`config.mk`:
```
export PLATFORM = sky130hd
export DESIGN_NAME = inst_mem_loader
export DESIGN_NICKNAME = d
export VERILOG_FILES = /design/src/rtl/inst_mem_loader.sv
export SDC_FILE = /design/constraint.sdc
export NUM_CORES = 1
export LEC_CHECK = 0
export CAP_MARGIN = 10
export CORE_ASPECT_RATIO = 0.8
export CORE_UTILIZATION = 30
export DETAILED_ROUTE_END_ITERATION = 16
export GPL_TIMING_DRIVEN = 0
export PLACE_DENSITY = 0.59
export SLEW_MARGIN = 25
export SYNTH_ARGS = -nofsm -noshare
export SYNTH_HDL_FRONTEND = slang
export SYNTH_SLANG_ARGS = --single-unit
```
`constraint.sdc`:
```
create_clock -name clk -period 2.25 [get_ports clk]
set_input_delay 0.225 -clock clk [delete_from_list [all_inputs] [get_ports clk]]
set_output_delay 0.225 -clock clk [all_outputs]
set_load 0.02 [all_outputs]
```
`src/rtl/inst_mem_loader.sv`:
```
// Instruction memory loader: takes a little-endian word-count header plus instruction
// bytes and writes each assembled 32-bit word to consecutive word-aligned addresses.
//
// state | meaning
// IDLE  | waiting for start; in_ready low
// LEN   | collecting the 4-byte word-count header
// DATA  | assembling words and issuing one write per word
// DONE  | one-cycle done pulse, then back to IDLE
module inst_mem_loader #(
  parameter int n           = 32,
  parameter int BASE_ADDR   = 0,
  parameter int DEPTH_WORDS = 256
) (
  input  logic         clk,
  input  logic         rst_n,
  input  logic         start,
  input  logic         in_valid,
  input  logic [7:0]   in_data,
  output logic         in_ready,
  output logic         mem_we,
  output logic [n-1:0] mem_addr,
  output logic [n-1:0] mem_wdata,
  output logic         busy,
  output logic         done,
  output logic         err
);

  localparam int IDXW = $clog2(DEPTH_WORDS + 1);
  localparam logic [n-1:0] BASE_N = n'(BASE_ADDR);

  typedef enum logic [1:0] {IDLE, LEN, DATA, DONE} state_t;

  state_t          state, state_nxt;
  logic [1:0]      byte_cnt;
  logic [IDXW-1:0] word_idx;
  logic [31:0]     len_q;
  logic [23:0]     part_q;
  logic            err_q;
  logic            accept;
  logic            last_byte;
  logic            last_word;
  logic [31:0]     len_full;

  // Acceptance is derived from state alone to keep it independent of the in_ready mux.
  assign accept = in_valid && ((state == LEN) || (state == DATA));

  always_ff @(posedge clk or negedge rst_n) begin
    if (!rst_n) state <= IDLE;
    else        state <= state_nxt;
  end

  always_comb begin
    state_nxt = state;
    in_ready  = 1'b0;
    len_full  = {in_data, len_q[31:8]};
    last_byte = accept && (byte_cnt == 2'd3);
    last_word = ((32'(word_idx) + 32'd1) == len_q);
    case (state)
      IDLE: if (start) state_nxt = LEN;
      LEN: begin
        in_ready = 1'b1;
        if (last_byte) begin
          if (len_full == 32'd0 || len_full > 32'(DEPTH_WORDS)) state_nxt = DONE;
          else                                                  state_nxt = DATA;
        end
      end
      DATA: begin
        in_ready = 1'b1;
        if (last_byte && last_word) state_nxt = DONE;
      end
      DONE:    state_nxt = IDLE;
      default: state_nxt = IDLE;
    endcase
  end

  assign busy = (state != IDLE);
  assign done = (state == DONE);
  assign err  = err_q;

  always_ff @(posedge clk or negedge rst_n) begin
    if (!rst_n) begin
      byte_cnt  <= 2'd0;
      word_idx  <= '0;
      len_q     <= 32'd0;
      part_q    <= 24'd0;
      err_q     <= 1'b0;
      mem_we    <= 1'b0;
      mem_addr  <= '0;
      mem_wdata <= '0;
    end else begin
      mem_we <= 1'b0;
      case (state)
        IDLE: begin
          if (start) begin
            byte_cnt <= 2'd0;
            word_idx <= '0;
            len_q    <= 32'd0;
            part_q   <= 24'd0;
            err_q    <= 1'b0;
          end
        end
        LEN: begin
          if (accept) begin
            len_q    <= len_full;
            byte_cnt <= byte_cnt + 2'd1;
            if (byte_cnt == 2'd3 && len_full > 32'(DEPTH_WORDS)) err_q <= 1'b1;
          end
        end
        DATA: begin
          if (accept) begin
            part_q   <= {in_data, part_q[23:8]};
            byte_cnt <= byte_cnt + 2'd1;
            if (byte_cnt == 2'd3) begin
              mem_we    <= 1'b1;
              mem_wdata <= n'({in_data, part_q});
              mem_addr  <= BASE_N + (n'(word_idx) << 2);
              word_idx  <= word_idx + 1'b1;
            end
          end
        end
        default: ;
      endcase
    end
  end

endmodule

```
run_1/congestion.png
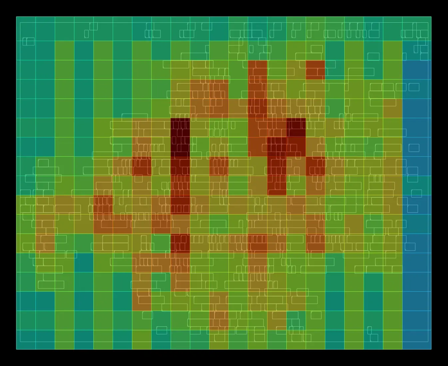
fraction of the core area covered by cells at the end of the flow: 38.85%
WL/cell: 14.31 um
GRT Total Usage: 14.60%
met2 capacity usage during global routing: 22.33%

run_1/layer_met3.png
The bar under the picture is 50 um long. Cells faint in the background.
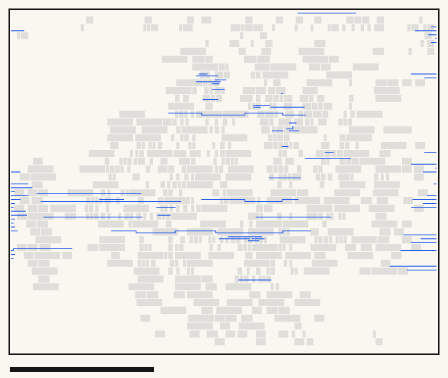
- longest straight run: 48.3 um
- nets with wire on the layer: 68
- share of all routed wire: 5.6%
- wire length on this layer: 677 um
- main direction: horizontal
global routing usage on met3: 3.295%
total via count in the routed design: 3,922
Total Routed Length: 12,020 um

run_1/detail.png
The bar under the picture is 10 um long. Region (91, 10) to (131, 50) um. Cells in grey, sequential cells in the stronger grey; small squares are vias.
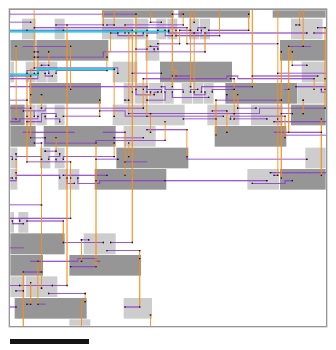
- purple: metal 1
- orange: metal 2
- cyan: metal 3
- most frequent: nand2_1 (19), dfrtp_1 (13), mux2_2 (10)
- sequential cells in the window: 13
- cells with their middle in the window: 55
- netlist names of flops here include: mem_wdata (7), part_q (6)

-- run 1: power breakdown --
| part | total (uW) | internal (uW) | switching [uW] |
|---|---|---|---|
| clock | 1520 | 761 | 757 |
| combinational | 3040 | 1260 | 1780 |
| sequential | 2800 | 2460 | 340 |
| total | 7360 | 4490 | 2870 |
-- run 1: worst reg2reg max path, delay by kind of cell, from the launching register on --
family,cells,cell delay (ps)
multiplexers,1,290
AND/OR/NAND/NOR,4,1300
AND-OR/OR-AND,2,500
flip-flops,1,390
-- run 1: stage by stage --
step | hold WS, ps | total power, uW | setup WS (ps)
global route | 370.9 | 7860 | -431.6
CTS | 350.9 | 7331 | -319.4
floorplan | -70.59 | 4617 | -174.7
global placement | 450.0 | 5625 | -3199
finish | 343.0 | 7360 | -338.1
detailed placement | 162.2 | 5714 | -399.8
==> Changelog: implementation, run 1 <==
## Flow update

- Transition time at the pin with the least slew margin: about 620 ps
- Number of logic gates: about 370
- Max Clk Rate: 386.4 MHz
- Count of plain and timing-repair buffers in the layout: 118
- Clk buf depth: 2
- Final global-route overflow total: 0
- Critical path, cell by cell: or4_4 -> or4_4 -> a211o_1 -> nor4_2 -> nand4_1 -> o21a_1 -> mux2_4
- Detailed Route Iter0 Violations: about 290
- Number of levels in the clock H-tree: 3
- Most frequent logic cells in the routed design: sky130_fd_sc_hd__nand2_1, sky130_fd_sc_hd__dfrtp_1, sky130_fd_sc_hd__clkdlybuf4s50_1, sky130_fd_sc_hd__o21ai_0, sky130_fd_sc_hd__mux2_2
- Worst setup path category: flop to flop
- Top cell types by occurrence after synthesis: sky130_fd_sc_hd__nand2_1, sky130_fd_sc_hd__dfrtp_1, sky130_fd_sc_hd__o21ai_0
- Buffer type at the clock tree root: sky130_fd_sc_hd__clkbuf_16
- PD cells: about 1100 nW/um^2
- Main combinational cell family by area after synthesis: simple AND/OR/NAND/NOR gates
- Chip Area: 17,660 um^2
- Post-Route Setup TNS: -605.4 ps
- Sequential cell area share: roughly 43%
- Leakage Power: a little over 0.003 uW
- Crit. End Element: flop
- Signal inverters: 8
- Total clock buffers created by CTS: 9
- Wire length on met2: 5540 um
- Buffering overhead: ~15%
- Clock transition at the registers of the reported paths: around 80 ps
- Worst hold path type: input pin to async pin
- CP max-delay cell: sky130_fd_sc_hd__or4_4
- Flip-flop and latch area: 2803 um^2
- Final setup violating endpoints: 2
- Seq_cells: between 100 and 150
- Fraction of final layout cells sized beyond drive strength 1: between 10% and 20%
- Max VDD drop: just over 0.5 mV
- Placement Cell Area: 6087 um^2
- XOR/XNOR Area Share: around 1.7%
- Final WS setup: -338.1 ps
- Clock-cell share: about 4.4%
- Number of synthesized register bits: between 100 and 150
- Via count of the first global-routing pass: 3,760
- Number of warnings in the stage logs: 32
- Fill cell count: 1,629
- Endpoints failing hold: 0
- Highest Signal Layer: met4
- Mapped Avg Cell Area: 9.920 um^2
- Failing checks: negative setup slack
- Standard cell core area: 16,660 um^2
- Synthesized-area fraction occupied by and/or/nand/nor cells: 17.70%
- Die boundary width: 148.3 um
- Gr busiest metal: met2
- Number of well taps: around 220
- Clock tree from TritonCTS: yes
- Cell count in the Yosys report: just over 500
- Path depth of the worst reg2reg path: 7
- Number of buffers and inverters on the critical path: 0
- Final worst-path cycle share: 115.0%
- Routability Congestion: around 0.86
- Worst Setup EP: state[1]$_DFFE_PN0P_
- RSZ-0062 raised after global routing: true
- Required time reported for the critical path endpoint: between 2000 and 3000 ps
- Top cells by area: sky130_fd_sc_hd__dfrtp_1, sky130_fd_sc_hd__nand2_1, sky130_fd_sc_hd__mux2_2
- Cells after DPL: around 800
- Max-Slew Margin vs Limit: 58.51%
- Largest stage delay on the critical path: 530 ps
- Clock Skews: slightly below 10 ps
- Outcome: finished with violations
- Fraction of met1 tracks used by global routing: between 20% and 30%
- CP delay by family, top: simple AND/OR/NAND/NOR gates
- Worst EP arrival: between 2000 and 3000 ps
- Period minus WS final: about 2600 ps
- Per-cell via count in the routed design: ~4.7
- Reg-to-Reg End: state[1]$_DFFE_PN0P_
- Largest net degree at the start of global routing: approximately 74
- Detailed-routing wirelength on met1: 5721 um
- Number of cells on the critical path: 7
- Area grow syn2layout: 25.93%
- Filler-free cell count of the finished design: 840
- First-pass GRT wire length: 19,890 um
- Proportion of register bits with asynchronous set or reset after synthesis: 100.0%
==> run 2, diff against run 1 <==
- CTS_BUF_LIST: not set -> sky130_fd_sc_hd__clkbuf_8
==> Changelog: implementation, run 2 <==
## Flow update

- Outcome: finished with violations (unchanged)
- Failing checks: negative setup slack (unchanged)
- Top cell types by occurrence after synthesis: sky130_fd_sc_hd__nand2_1, sky130_fd_sc_hd__dfrtp_1, sky130_fd_sc_hd__o21ai_0 (unchanged)
- Resized cells post-CTS: 6 (unchanged)
- Clk buf depth: 2 (unchanged)
- RSZ-0062 raised after global routing: true (unchanged)
- Final setup violating endpoints: 2 (unchanged)
- Clock Power: 1130 uW (was 1520 uW)
- Mapped Avg Cell Area: 9.920 um^2 (unchanged)
- Met2 capacity usage during global routing: 22.27% (was 22.33%)
- Clock Skews: 17.38 ps (was 9.760 ps)
- Max-Slew Margin vs Limit: 58.70% (was 58.51%)
- Reg-to-Reg End: state[1]$_DFFE_PN0P_ (unchanged)
- Top cells by area: sky130_fd_sc_hd__dfrtp_1, sky130_fd_sc_hd__nand2_1, sky130_fd_sc_hd__mux2_2 (unchanged)
- Most frequent cell on the critical path: sky130_fd_sc_hd__or4_4 (unchanged)
- Standard cell core area: 16,660 um^2 (unchanged)
- Number of buffers and inverters on the critical path: 0 (unchanged)
- Minimum hold slack: 298.5 ps (was 343.0 ps)
- Highest Signal Layer: met4 (unchanged)
- Group drawing the most power: combinational cells (unchanged)
- Amount of wire on met3 after detailed routing: 632 um (was 676 um)
- Die boundary width: 148.3 um (unchanged)
- Worst setup path category: flop to flop (unchanged)
- Part of the total power dissipated in the clock network: 16.3% (was 20.6%)
- Buffer type at the clock tree root: sky130_fd_sc_hd__clkbuf_8 (was sky130_fd_sc_hd__clkbuf_16)
- Number of warnings in the stage logs: 32 (unchanged)
- First-pass GRT wire length: 19,800 um (was 19,890 um)
- Detailed Route Iter0 Violations: 228 (was 285)
- Period minus WS final: 2600 ps (was 2588 ps)
- Placement Cell Area: 6087 um^2 (unchanged)
- Switching fraction of total power: 40.61% (was 39.06%)
- Crit. End Element: flop (unchanged)
- Pre-CTS setup slack: -399.8 ps (unchanged)
- Via count of the first global-routing pass: 3,749 (was 3,760)
- Cell count in the Yosys report: 518 (unchanged)
- Internal power consumption: 4116 uW (was 4485 uW)
- Flip-flop and latch area: 2803 um^2 (unchanged)
- Per-cell via count in the routed design: 4.662 (was 4.669)
- Number of synthesized register bits: 112 (unchanged)
- Cells after DPL: 817 (unchanged)
- Detailed-routing wirelength on met1: 5740 um (was 5721 um)
- Net Switching: 2814 uW (was 2875 uW)
- Post-layout total power: 6931 uW (was 7360 uW)
- Power in sequential cells: 2800 uW (about the same)
- Chip Area: 17,660 um^2 (unchanged)
- Max Clk Rate: 384.6 MHz (was 386.4 MHz)
- Endpoints failing hold: 0 (unchanged)
- WL/cell: 14.24 um (was 14.31 um)
- Number of levels in the clock H-tree: 3 (unchanged)
- Worst Setup EP: state[1]$_DFFE_PN0P_ (unchanged)
- Routability Congestion: 0.8611 (unchanged)
- Post-Route Setup TNS: -649.0 ps (was -605.4 ps)
- Worst EP arrival: 2900 ps (was 2840 ps)
- Area grow syn2layout: 23.76% (was 25.93%)
- Antenna Violating Nets Remaining: 0 (unchanged)
- Fraction of final layout cells sized beyond drive strength 1: 17.61% (was 17.90%)
- Final WS setup: -350.0 ps (was -338.1 ps)
- Combinational gate power: 3000 uW (was 3040 uW)
- CP max-delay cell: sky130_fd_sc_hd__or4_4 (unchanged)
- Final worst-path cycle share: 115.6% (was 115.0%)
- Largest net degree at the start of global routing: 74 (unchanged)
- Worst hold path type: input pin to async pin (unchanged)
- Largest stage delay on the critical path: 530 ps (about the same)
- Clock transition at the registers of the reported paths: 110 ps (was 80 ps)
- Required time reported for the critical path endpoint: 2550 ps (was 2500 ps)
- PD cells: 1090 nW/um^2 (was 1137 nW/um^2)
- Fill cell count: 1,641 (was 1,629)
- Number of cells on the critical path: 7 (unchanged)
- Total clock buffers created by CTS: 9 (unchanged)
- Gr busiest metal: met2 (unchanged)
- Wire length on met2: 5505 um (was 5540 um)
- Seq pwr share: 40.4% (was 38.1%)
- Most frequent logic cells in the routed design: sky130_fd_sc_hd__nand2_1, sky130_fd_sc_hd__dfrtp_1, sky130_fd_sc_hd__clkdlybuf4s50_1, sky130_fd_sc_hd__o21ai_0, sky130_fd_sc_hd__mux2_2 (unchanged)
- Final global-route overflow total: 0 (unchanged)
- Path depth of the worst reg2reg path: 7 (unchanged)
- Proportion of register bits with asynchronous set or reset after synthesis: 100.0% (unchanged)
- Filler-free cell count of the finished design: 839 (was 840)
- Clock tree from TritonCTS: yes (unchanged)
- Transition time at the pin with the least slew margin: 619.6 ps (was 622.4 ps)
- Fraction of the core area covered by cells at the end of the flow: 38.18% (was 38.85%)
- Share of total power in combinational logic: 43.3% (was 41.3%)
- Leakage Power: 0.003013 uW (was 0.003060 uW)
- CP delay by family, top: simple AND/OR/NAND/NOR gates (unchanged)
- Max VDD drop: 0.4778 mV (was 0.5182 mV)
[run 2: cell counts after synthesis]
No cell type changed its count.
[run 2: cells by family (layout without fill, tap and decap cells)]
family                   after synthesis  in the layout  synth area share (%)
AND/OR/NAND/NOR                      202            202                 17.70
flip-flops                           112            112                 54.54
AND-OR/OR-AND                         83             83                 9.058
buffers and inverters                 62            141                 6.209
multiplexers                          42             42                 9.252
XOR/XNOR                              10             10                 1.704
adder cells (fa/ha/maj)                6              6                 1.461
other                                  1             23               0.07298
[run 2: area by class of cell]
cell class | count | share of cell area (%)
plain buffers | 52 | 4.722
repair buffers | 65 | 10.29
clock buffers | 9 | 1.948
clock inverters | 7 | 0.8853
well taps | 220 | 4.328
multi-input cells | 366 | 33.29
inverters | 8 | 0.4722
flip-flops and latches | 112 | 44.07
run_2/congestion.png
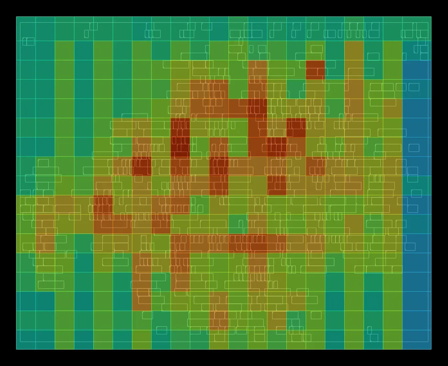
global routing usage on met3: 4.100%
GRT Total Usage: 14.53%

run_2/layer_met1.png
The bar under the picture is 50 um long. Supply wires on this layer in grey.
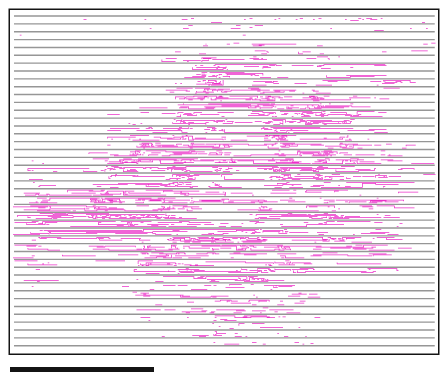
- nets with wire on the layer: 559
- longest straight run: 40.0 um
total via count in the routed design: 3,911
fraction of met1 tracks used by global routing: 20.10%
Total Routed Length: 11,950 um

run_2/logic_types.png
The bar under the picture is 50 um long.
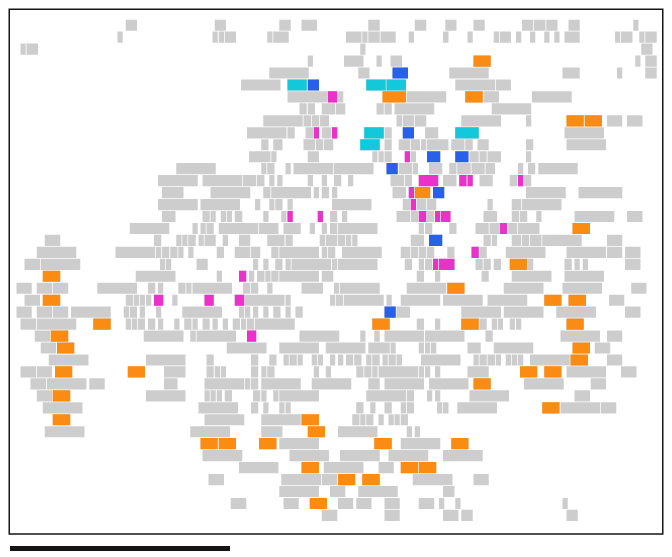

==> run 3, diff against run 2 <==
- CORE_UTILIZATION: 30 -> 26
- PLACE_DENSITY: 0.59 -> 0.54
- SETUP_SLACK_MARGIN: not set -> 0.4
run_3/logic_types.png
The bar under the picture is 50 um long.
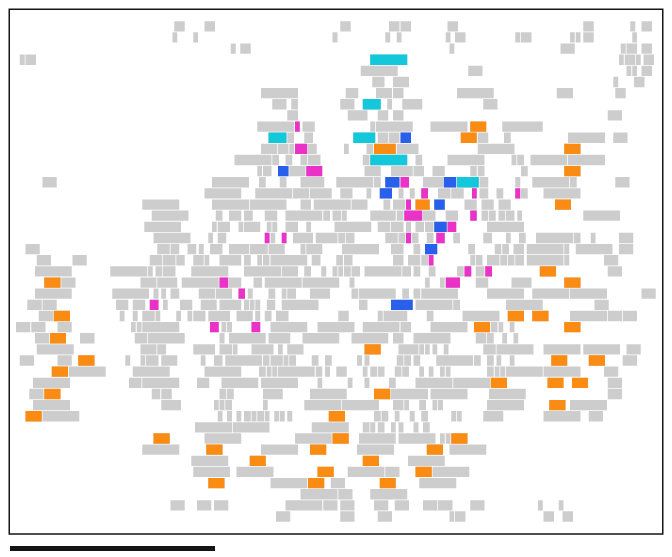
- orange: multiplexers (cells 42)
- magenta: NOR gates (cells 24)
- cyan: adder and majority cells (cells 6; where north)
- blue: AND-OR and OR-AND gates (cells 9)
combinational share of cell area: 34.42%
dominant logic cell type in the layout: sky130_fd_sc_hd__dfrtp_1
filler-free cell count of the finished design: 895

run_3/detail.png
The bar under the picture is 10 um long. Region (99, 12) to (139, 52) um. Cells in grey, sequential cells in the stronger grey; small squares are vias.
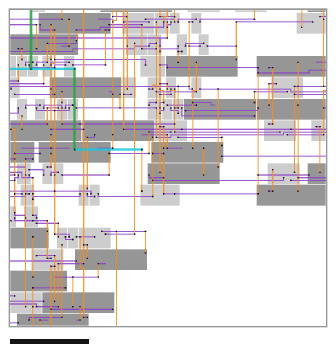
- purple: metal 1
- green: metal 4
- cyan: metal 3
- orange: metal 2
- most frequent: nand2_1 (23), dfrtp_1 (18), mux2_2 (9)
- netlist names of flops here include: part_q (11), mem_wdata (7)
- cells with their middle in the window: 62
- sequential cells in the window: 18

==> Changelog: implementation, run 3 <==
## Flow update

- Outcome: finished with violations (unchanged)
- Failing checks: negative setup slack (unchanged)
- Transition time at the pin with the least slew margin: 549.5 ps (was 619.6 ps)
- Number of levels in the clock H-tree: 3 (unchanged)
- Total Routed Length: 13,390 um (was 11,950 um)
- Seq pwr share: 34.3% (was 40.4%)
- Fill cell count: 1,949 (was 1,641)
- Path depth of the worst reg2reg path: 7 (unchanged)
- Buffer type at the clock tree root: sky130_fd_sc_hd__clkbuf_8 (unchanged)
- Buffering overhead: 18.29% (was 15.01%)
- Clock Power: 1100 uW (was 1130 uW)
- Mapped Avg Cell Area: 9.920 um^2 (unchanged)
- Count of plain and timing-repair buffers in the layout: 135 (was 117)
- Required time reported for the critical path endpoint: 2530 ps (was 2550 ps)
- Cell group occupying the most layout area: registers (unchanged)
- Final setup violating endpoints: 2 (unchanged)
- Crit. End Element: flop (unchanged)
- Largest net degree at the start of global routing: 59 (was 74)
- Die boundary width: 159.2 um (was 148.3 um)
- Standard cell core area: 19,140 um^2 (was 16,660 um^2)
- Worst hold path type: input pin to async pin (unchanged)
- Most frequent cell on the critical path: sky130_fd_sc_hd__or4_4 (unchanged)
- CP max-delay cell: sky130_fd_sc_hd__or4_4 (unchanged)
- Clock tree from TritonCTS: yes (unchanged)
- Cells after DPL: 855 (was 817)
- Wire length on met2: 6317 um (was 5505 um)
- Switching fraction of total power: 40.53% (was 40.61%)
- Per-cell via count in the routed design: 4.539 (was 4.662)
- Routability Congestion: 0.8743 (was 0.8611)
- Number of buffers and inverters on the critical path: 0 (unchanged)
- Group drawing the most power: combinational cells (unchanged)
- Number of synthesized register bits: 112 (unchanged)
- PD cells: 1172 nW/um^2 (was 1090 nW/um^2)
- Share of total power in combinational logic: 52.3% (was 43.3%)
- Power in sequential cells: 2830 uW (was 2800 uW)
- Reg-to-Reg End: state[1]$_DFFE_PN0P_ (unchanged)
- Chip Area: 20,330 um^2 (was 17,660 um^2)
- Internal power consumption: 4905 uW (was 4116 uW)
- MUX area fraction: 9.252% (unchanged)
- Sequential cell area share: 39.81% (was 44.07%)
- Number of logic gates: 366 (unchanged)
- Leakage Power: 0.003308 uW (was 0.003013 uW)
- Final WS setup: -326.5 ps (was -350.0 ps)
- Combinational gate power: 4310 uW (was 3000 uW)
run 3: metrics by stage:
step	util, %	power [uW]	setup WS (ps)	hold slack, ps
2_1_floorplan	-	4657	-174.7	-70.59
3_3_place_gp	31.97	5702	-3255	450.0
3_5_place_dp	32.12	5781	-398.3	234.1
4_1_cts	34.47	7456	-333.1	381.1
5_1_grt	36.78	8794	-424.0	398.4
6_report	36.78	8249	-326.5	371.3
run 3: metal layers:
metal	vias to the layer above	global-route usage, %
met5	-	0
met1	2010	18.56
met2	87	20.43
met4	0	4.016
met3	11	3.365
li1	1954	-
run 3: timing repair:
action | 4_1_cts | 5_1_grt
endpoints found under the setup margin | 109 | 62
gates resized | 56 | 135
hold buffers | 1 | 0
hold endpoints to repair | 54 | 0
pin swaps | 4 | 10
buffers inserted | 6 | 10
cloned | 3 | 4
No activity file was given, so power comes from the tool's default toggle rates.
